### config.mk
export PLATFORM = sky130hd
export DESIGN_NAME = pca9685_sequencer
export DESIGN_NICKNAME = d
export VERILOG_FILES = /design/src/rtl/pca9685_sequencer.sv
export SDC_FILE = /design/constraint.sdc
export NUM_CORES = 1
export LEC_CHECK = 0
export CAP_MARGIN = 20
export CORE_UTILIZATION = 55
export DETAILED_ROUTE_END_ITERATION = 10
export PLACE_DENSITY = 0.9
export SLEW_MARGIN = 25
export SYNTH_ARGS = -nofsm -noshare
export SYNTH_HDL_FRONTEND = slang
export SYNTH_SLANG_ARGS = --single-unit
export TNS_END_PERCENT = 100
### constraint.sdc
create_clock -name clk_i -period 5.9 [get_ports clk_i]
set_clock_uncertainty 0.15 [all_clocks]
set_input_delay 1.18 -clock clk_i [delete_from_list [all_inputs] [get_ports clk_i]]
set_output_delay 1.18 -clock clk_i [all_outputs]
set_load 0.005 [all_outputs]
### src/rtl/pca9685_sequencer.sv
// PCA9685 command sequencer: runs the init writes (sleep, prescale, wake, settle delay) and then
// expands each channel request into four LEDn register writes using the I2C execute/busy handshake.
module pca9685_sequencer #(
  parameter logic [6:0]  TARGET_ADDR    = 7'h40,
  parameter logic [7:0]  PRESCALE       = 8'd121,
  parameter logic [15:0] WAKE_DELAY     = 16'd13500,
  parameter logic [15:0] ACCEPT_TIMEOUT = 16'd4096,
  parameter logic [19:0] DONE_TIMEOUT   = 20'd200000
) (
  input  logic        clk_i,
  input  logic        rst_ni,
  input  logic        req_valid_i,
  output logic        req_ready_o,
  input  logic [3:0]  req_channel_i,
  input  logic [11:0] req_on_i,
  input  logic [11:0] req_off_i,
  output logic        init_done_o,
  output logic        error_o,
  output logic [6:0]  address_o,
  output logic        rw_o,
  output logic [7:0]  register_id_o,
  output logic [7:0]  register_value_o,
  output logic        execute_o,
  input  logic        busy_i
);

  typedef enum logic [2:0] {
    INIT_LOAD, ISSUE, WAIT_ACCEPT, WAIT_DONE, DELAY, IDLE, CH_LOAD, FAULT
  } state_e;

  localparam logic [19:0] WAKE_LIMIT   = {4'b0, WAKE_DELAY};
  localparam logic [19:0] ACCEPT_LIMIT = {4'b0, ACCEPT_TIMEOUT};

  state_e      state_q, state_d;
  logic [1:0]  step_q, step_d;
  logic        in_init_q, in_init_d;
  logic [19:0] cnt_q, cnt_d;
  logic [3:0]  ch_q, ch_d;
  logic [11:0] on_q, on_d, off_q, off_d;
  logic [7:0]  reg_id_q, reg_id_d, reg_val_q, reg_val_d;
  logic        exec_q, exec_d;
  logic        init_done_q, init_done_d;
  logic        busy_meta_q, busy_s;
  logic [7:0]  ch_base;

  // busy_i is produced on the slow I2C clock, so it is resynchronised before any decision uses it
  always_ff @(posedge clk_i or negedge rst_ni) begin
    if (!rst_ni) begin
      busy_meta_q <= 1'b0;
      busy_s      <= 1'b0;
    end else begin
      busy_meta_q <= busy_i;
      busy_s      <= busy_meta_q;
    end
  end

  always_ff @(posedge clk_i or negedge rst_ni) begin
    if (!rst_ni) begin
      state_q     <= INIT_LOAD;
      step_q      <= 2'd0;
      in_init_q   <= 1'b1;
      cnt_q       <= 20'd0;
      ch_q        <= 4'd0;
      on_q        <= 12'd0;
      off_q       <= 12'd0;
      reg_id_q    <= 8'd0;
      reg_val_q   <= 8'd0;
      exec_q      <= 1'b0;
      init_done_q <= 1'b0;
    end else begin
      state_q     <= state_d;
      step_q      <= step_d;
      in_init_q   <= in_init_d;
      cnt_q       <= cnt_d;
      ch_q        <= ch_d;
      on_q        <= on_d;
      off_q       <= off_d;
      reg_id_q    <= reg_id_d;
      reg_val_q   <= reg_val_d;
      exec_q      <= exec_d;
      init_done_q <= init_done_d;
    end
  end

  assign ch_base = 8'h06 + {2'b00, ch_q, 2'b00};

  // register id/value are loaded once per write and held until the busy fall, as the controller samples them late
  always_comb begin
    state_d     = state_q;
    step_d      = step_q;
    in_init_d   = in_init_q;
    cnt_d       = cnt_q;
    ch_d        = ch_q;
    on_d        = on_q;
    off_d       = off_q;
    reg_id_d    = reg_id_q;
    reg_val_d   = reg_val_q;
    exec_d      = exec_q;
    init_done_d = init_done_q;

    case (state_q)
      INIT_LOAD: begin
        in_init_d = 1'b1;
        case (step_q)
          2'd0:    begin reg_id_d = 8'h00; reg_val_d = 8'h10;    end
          2'd1:    begin reg_id_d = 8'hFE; reg_val_d = PRESCALE; end
          default: begin reg_id_d = 8'h00; reg_val_d = 8'h00;    end
        endcase
        state_d = ISSUE;
      end
      ISSUE: begin
        exec_d  = 1'b1;
        cnt_d   = 20'd0;
        state_d = WAIT_ACCEPT;
      end
      WAIT_ACCEPT: begin
        if (busy_s) begin
          exec_d  = 1'b0;
          cnt_d   = 20'd0;
          state_d = WAIT_DONE;
        end else if (cnt_q >= ACCEPT_LIMIT) begin
          exec_d  = 1'b0;
          state_d = FAULT;
        end else begin
          cnt_d = cnt_q + 20'd1;
        end
      end
      WAIT_DONE: begin
        if (!busy_s) begin
          if (in_init_q) begin
            if (step_q == 2'd2) begin
              cnt_d   = 20'd0;
              state_d = DELAY;
            end else begin
              step_d  = step_q + 2'd1;
              state_d = INIT_LOAD;
            end
          end else if (step_q == 2'd3) begin
            step_d  = 2'd0;
            state_d = IDLE;
          end else begin
            step_d  = step_q + 2'd1;
            state_d = CH_LOAD;
          end
        end else if (cnt_q >= DONE_TIMEOUT) begin
          state_d = FAULT;
        end else begin
          cnt_d = cnt_q + 20'd1;
        end
      end
      DELAY: begin
        if ((cnt_q + 20'd1) >= WAKE_LIMIT) begin
          init_done_d = 1'b1;
          step_d      = 2'd0;
          state_d     = IDLE;
        end else begin
          cnt_d = cnt_q + 20'd1;
        end
      end
      IDLE: begin
        if (req_valid_i) begin
          ch_d      = req_channel_i;
          on_d      = req_on_i;
          off_d     = req_off_i;
          step_d    = 2'd0;
          in_init_d = 1'b0;
          state_d   = CH_LOAD;
        end
      end
      CH_LOAD: begin
        reg_id_d = ch_base + {6'b0, step_q};
        case (step_q)
          2'd0:    reg_val_d = on_q[7:0];
          2'd1:    reg_val_d = {4'b0, on_q[11:8]};
          2'd2:    reg_val_d = off_q[7:0];
          default: reg_val_d = {4'b0, off_q[11:8]};
        endcase
        state_d = ISSUE;
      end
      FAULT: begin
        exec_d = 1'b0;
      end
      default: state_d = FAULT;
    endcase
  end

  assign req_ready_o      = (state_q == IDLE);
  assign error_o          = (state_q == FAULT);
  assign init_done_o      = init_done_q;
  assign execute_o        = exec_q;
  assign register_id_o    = reg_id_q;
  assign register_value_o = reg_val_q;
  assign address_o        = TARGET_ADDR;
  assign rw_o             = 1'b0;

endmodule
**Run 1: metal 1**

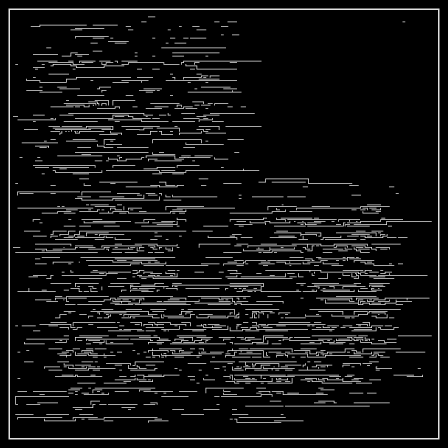
463 nets have wire on it. The wires run mostly horizontal.

**Run 1: signal wires on met2**

The bar under the picture is 20 um long.
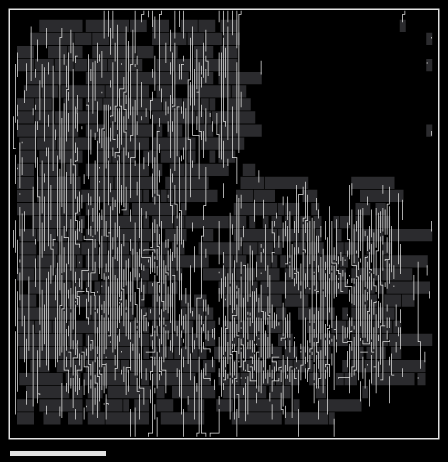
The layer holds 50% of the routed length. 451 nets have wire on it. The layer carries 5040 um of wire. The longest straight run is 32.3 um. The wires run mostly vertical.

==> notes.md, run 1 <==
fresh numbers from the pnr run: Worst-path clk slew=70 ps, period utilization=0.640, worst path cell trace=clkinv_1, nor2_1, clkdlybuf4s50_1, tool warnings=31, cell taking the most area after synthesis=dfrtp_1, Seq cells=74, Post-Route WL=10100 um, Comb area share=0.425, logic area=2070 um2, drt pass-1 iters=6, crit path DRT=4570 ps, Sw Ratio=0.398, syn_area_per_cell=9.66 um2, CTS tree=built, Post-synth EDFFs=0, layout cell share with drive strength beyond 1=0.131, Gate power share=0.432, main flop type=dfrtp_1, CTS H-tree lvls=3, Clock-cell share=0.0414, port bufs=51, Clk pwr share=0.182, Hold WS=205 ps, Post-synth regs=74, Nets=508, yosys stat area=4160 um2, Num CTS Buffers=9, area of the mapped netlist=4160 um2, nonclk buf count=53, vias in the first global route=3520, final setup margin=2120 ps, busiest grt layer=met2, uppermost layer routed=met4, gate count after technology mapping=431, Top Layout Cells=73 x dfrtp_1, 50 x clkdlybuf4s50_1, 32 x nand2_1, hold_buf cts=0, Logic family by area=AND-OR/OR-AND gates, distinct cell type count after synthesis=65, CP Launch Type=flop, Post-CTS Setup Repair Bufs=0, DRT iter0 DRCs=around 360, TAP cells=99, FF-to-FF End=cnt_q[16]$_DFFE_PN0P_, IO Pins=60, Critical Path Start=state_q[0]$_DFFE_PN0P_, Core Util, Final=0.667, Root Buffer=clkbuf_8, total global routing overflow=0, GRT Total Usage=0.278, yosys xor share=0.0105, worst vdd ir=roughly 0.00031 V, Largest register FFs=20, Adder Area Share=0.0210, Clock group=~0.40 mW, Psw=0.881 mW, Int Pwr=1.33 mW, PD cells=about 460 nW/um2, residual DRC count=0, Top power group=combinational logic, Die Footprint=7920 um2, RSZ-0062 raised after global routing=false, status=finished, final reports clean, Top cell excl fill/tap=dfrtp_1, detailed placement HPWL=6920 um, Post-synth mux share=0.0854, Met2 Routed Length=5040 um, Crit Path Max Fanout=22, AND-OR/OR-AND Cells, Area Fraction=0.218, Slew HR=0.311, via/cell ratio=6.48, total negative setup slack=0 ps, nonclk inv count=26, Worst Path Buf+Inv=2, Final Critical Period=3780 ps, antenna violations before repair=0, cell family with most CP delay=buffers and inverters, reg-to-reg slack, setup=2580 ps, DP Worst Slack=2650 ps, FP Util=0.571, clk buf depth=2, remaining antenna violation count=0, DR WL/cell=17.6 um, Worst-Skew Late Latency=350 ps, Largest regs=cnt_q: 20 flops, off_q: 12 flops, on_q: 12 flops, Area Overhead vs Synth=16.8%, grt met2 use=0.465, Max Freq=0.265 GHz, WP data arrival=2450 ps, M1 GR Usage=0.353, ys cells=431, clk sinks=around 74, CP peak stage delay=around 800 ps, met3 Use GR=0.0452, Die W=89.0 um
**Run 1: met3 routing**

The bar under the picture is 20 um long.
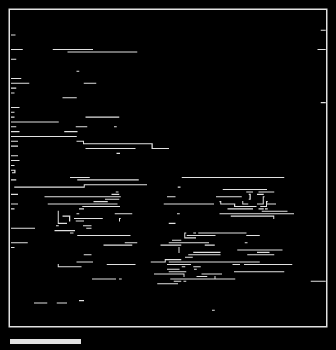
The longest straight run is 28.5 um. The layer holds 7.6% of the routed length. The layer carries 763 um of wire. 98 nets have wire on it.

-- run 1: metrics by stage --
stage	cell area, um2	total power, mW	std cells
detailed placement	4650	1.79	557
CTS	4860	2.20	573
floorplan	4180	1.47	437
global route	4860	2.35	573
finish	4860	2.22	573
global placement	4650	1.73	557
-- run 1: cell families (layout without fill, tap and decap cells) --
| kind of cell | after synthesis | in the layout |
|---|---|---|
| xor gates and xnor gates | 5 | 5 |
| muxes | 32 | 32 |
| AOI/OAI and AO/OA | 129 | 129 |
| adders and majority gates | 7 | 7 |
| other | 2 | 8 |
| and+or+nand+nor | 124 | 124 |
| DFF | 74 | 74 |
| buffers and inverters | 58 | 95 |
-- run 1: how the worst min path moves through the flow --
stage | cells past startpoint | endpoint | slack, ps | start
finish | 0 | busy_s$_DFF_PN0_ | 200 | busy_meta_q$_DFF_PN0_
global route | 0 | busy_s$_DFF_PN0_ | 210 | busy_meta_q$_DFF_PN0_
CTS | 0 | busy_s$_DFF_PN0_ | 210 | busy_meta_q$_DFF_PN0_
detailed placement | 0 | busy_s$_DFF_PN0_ | 190 | busy_meta_q$_DFF_PN0_
global placement | 0 | busy_s$_DFF_PN0_ | 180 | busy_meta_q$_DFF_PN0_
floorplan | 0 | busy_s$_DFF_PN0_ | 180 | busy_meta_q$_DFF_PN0_
-- run 1: cell usage after synthesis (3+ instances only) --
library cell	n
a211oi_1	7
o21a_1	5
ha_1	7
buf_2	6
o2bb2ai_1	4
a221oi_1	8
xnor2_1	3
o22a_1	5
mux2i_1	4
a21oi_1	16
buf_4	8
a22o_1	11
inv_1	25
nor2b_1	5
a31oi_1	7
mux2_2	28
nor4_1	6
nand2_1	33
o22ai_1	11
o21ai_0	29
nor2_1	29
nand2b_1	3
clkbuf_1	14
and3_1	3
dfrtp_1	73
nand4_1	6
nand3_1	15
nor3_1	10
==> run 1 -> run 2 <==
--- a/config.mk
+++ b/config.mk
@@ -6,9 +6,9 @@
 export NUM_CORES = 1
 export LEC_CHECK = 0
 export CAP_MARGIN = 20
-export CORE_UTILIZATION = 55
+export CORE_UTILIZATION = 50
 export DETAILED_ROUTE_END_ITERATION = 10
-export PLACE_DENSITY = 0.9
+export PLACE_DENSITY = 0.86
 export SLEW_MARGIN = 25
 export SYNTH_ARGS = -nofsm -noshare
 export SYNTH_HDL_FRONTEND = slang
==> constraint.sdc (replaced) <==
create_clock -name clk_i -period 3.18 [get_ports clk_i]
set_clock_uncertainty 0.15 [all_clocks]
set_input_delay 0.636 -clock clk_i [delete_from_list [all_inputs] [get_ports clk_i]]
set_output_delay 0.636 -clock clk_i [all_outputs]
set_load 0.005 [all_outputs]
**Run 2: metal 1**

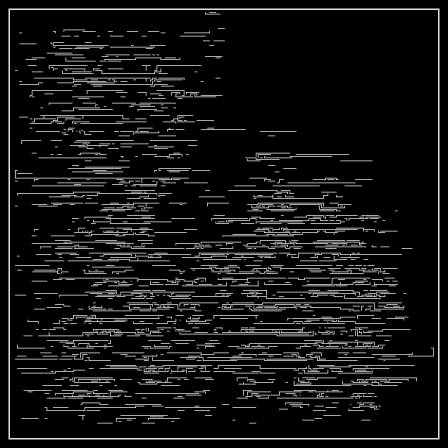
The longest straight run is 33.6 um. The layer holds 42% of the routed length. The layer carries 4280 um of wire. 463 nets have wire on it. The wires run mostly horizontal.

**Run 2: signal wires on met2**

The bar under the picture is 20 um long.
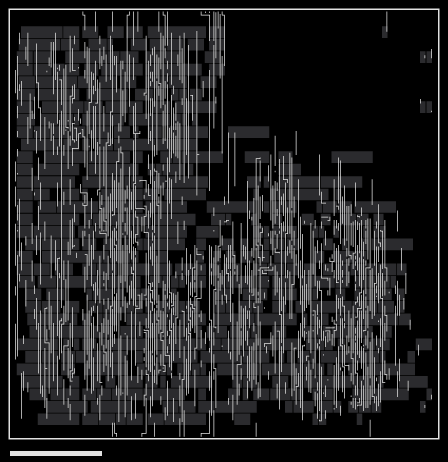
The layer carries 5100 um of wire. 456 nets have wire on it. The wires run mostly vertical. The longest straight run is 52.0 um.

**Run 2: track usage over the die**

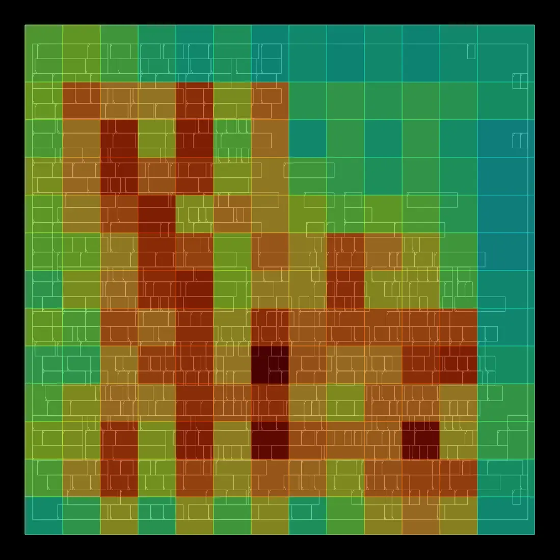
busiest grt layer: met2
grt met2 use: 0.424
met3 Use GR: 0.0642

==> run 2 against run 1 <==
Net effect:
- first-iteration DRC count decreased by 22%
- core utilization shrank 3.6 points
- synthesized cell count is the same
- register-to-register slack got worse by 2300 ps
- synthesized area did not move
- sequential power is about 80% higher
- critical path type is now reg2reg
- largest cell class unchanged
==> notes.md, run 2 <==
fresh numbers from the pnr run: status=finished, final reports clean, area of the mapped netlist=4160 um2, tool warnings=31, worst vdd ir=about 0.00061 V, via count=3658, CP Launch Type=flop, Root Buffer=clkbuf_8, hold_buf cts=1, Synth area leaders=dfrtp_1 44%, mux2_2 7.6%, o21ai_0 3.5%, Largest regs=cnt_q: 20 flops, off_q: 12 flops, on_q: 12 flops, Final setup violation count=0, Hold Path Depth=0, slowest CP cell=nor4_1, cell taking the most area after synthesis=dfrtp_1, yosys stat area=4160 um2, DR WL/cell=between 15 and 20 um, crit path DRT=3310 ps, clk buf depth=2, DRT iter0 DRCs=280, IO Pins=~60, top cells by count=73 x dfrtp_1, 33 x nand2_1, 29 x nor2_1, 29 x o21ai_0, 28 x mux2_2, ANT cells=0, Finished Layout Cells=588, largest net degree at the start of global routing=about 42, Top cell excl fill/tap=dfrtp_1, Hold WS=221 ps, Max Freq=0.342 GHz, syn_area_per_cell=9.66 um2, fin. max-slew vios=0, clk sinks=74, area fraction of the dominant cell type after synthesis=0.439, Worst-path clk slew=90 ps, worst path cell trace=ha_1, nand3_1, nor4_1, nand4_1, a221o_1, buf_4, a21oi_2, mux2i_1, Post-CTS Setup Repair Bufs=0, total negative setup slack=0 ps, Area Overhead vs Synth=19.6%, FP Util=0.528, Yosys top cell by instances=dfrtp_1, Leak=2.04 nW, WP data arrival=3040 ps, uppermost layer routed=met4, Nets=520, Reg2Reg Depth=8, M1 GR Usage=0.323, Final Power=~4.2 mW, antenna violations before repair=0, Die Footprint=8690 um2, placed cell count=571, vias in the first global route=3616, GRT Total Usage=0.257, Final Critical Period=2920 ps, Num CTS Buffers=9, first-pass GRT wire length=17400 um, Top reg by flops=cnt_q, DR WL met3=around 670 um, layout cell share with drive strength beyond 1=0.146, PD cells=around 850 nW/um2, Met2 Routed Length=5100 um, period utilization=0.918, Post-synth regs=74, remaining antenna violation count=0, CTS tree=built, Largest register FFs=20, Core Util, Final=0.631, Slew HR=0.607, CTS H-tree lvls=3, Worst-Skew Late Latency=360 ps, main flop type=dfrtp_1, Design Area, Final=4980 um2, RSZ-0062 raised after global routing=false, residual DRC count=0, total global routing overflow=0, async set or reset register ratio after synthesis=1.00, final setup margin=between 200 and 300 ps, CP peak stage delay=510 ps, Post-synth EDFFs=0, Crit Path Max Fanout=11, distinct cell type count after synthesis=65, via/cell ratio=between 6 and 7, gate count after technology mapping=431, Placed Area=4740 um2, Post-Route WL=10300 um, Die W=roughly 93 um, ys cells=about 430, DP Worst Slack=298 ps, detailed placement HPWL=7080 um, port bufs=just over 50, Top Layout Cells=73 x dfrtp_1, 50 x clkdlybuf4s50_1, 33 x nand2_1, drt pass-1 iters=5
-- run 2: critical path: cells and delay by family (launching register included) --
| family | cells | cell delay, ps |
|---|---|---|
| muxes | 1 | 230 |
| DFF | 1 | 420 |
| AOI/OAI and AO/OA | 2 | 610 |
| and+or+nand+nor | 3 | 940 |
| buffers and inverters | 1 | 200 |
| adders and majority gates | 1 | 290 |
-- run 2: where the power goes --
part           total, mW  internal (mW)  switching, mW  leakage, nW
sequential          1.54           1.27          0.275        0.934
combinational       1.85          0.887          0.963         1.00
clock              0.838          0.449          0.390        0.106
-- run 2: cell type report --
class,instances,area (um2)
sequential,74,1850
multi-input combinational,305,2060
tap,102,128
timing repair buffer,65,613
fill,589,2910
clock inverter,7,101
inverter,26,97.6
clock buffer,9,124
-- run 2: cells by family after synthesis --
kind of cell | count (synthesis) | synth area share
AND-OR/OR-AND | 129 | 0.218
AND/OR/NAND/NOR | 124 | 0.153
flip-flops | 74 | 0.445
buffers and inverters | 58 | 0.0652
multiplexers | 32 | 0.0854
adder cells (fa/ha/maj) | 7 | 0.0210
XOR/XNOR | 5 | 0.0105
other | 2 | 0.00180
-- run 2: final timing paths --
path                                  startpoint                     to  slack [ps]
setup reg to reg            cnt_q[1]$_DFFE_PN0P_   cnt_q[1]$_DFFE_PN0P_         260
max in group asynchronous                 rst_ni  cnt_q[17]$_DFFE_PN0P_        1570
hold / removal             busy_meta_q$_DFF_PN0_       busy_s$_DFF_PN0_         220
hold reg to reg            busy_meta_q$_DFF_PN0_       busy_s$_DFF_PN0_         220
setup / recovery            cnt_q[1]$_DFFE_PN0P_   cnt_q[1]$_DFFE_PN0P_         260
min in group asynchronous                 rst_ni   cnt_q[6]$_DFFE_PN0P_         510
No activity file was given, so power comes from the tool's default toggle rates.
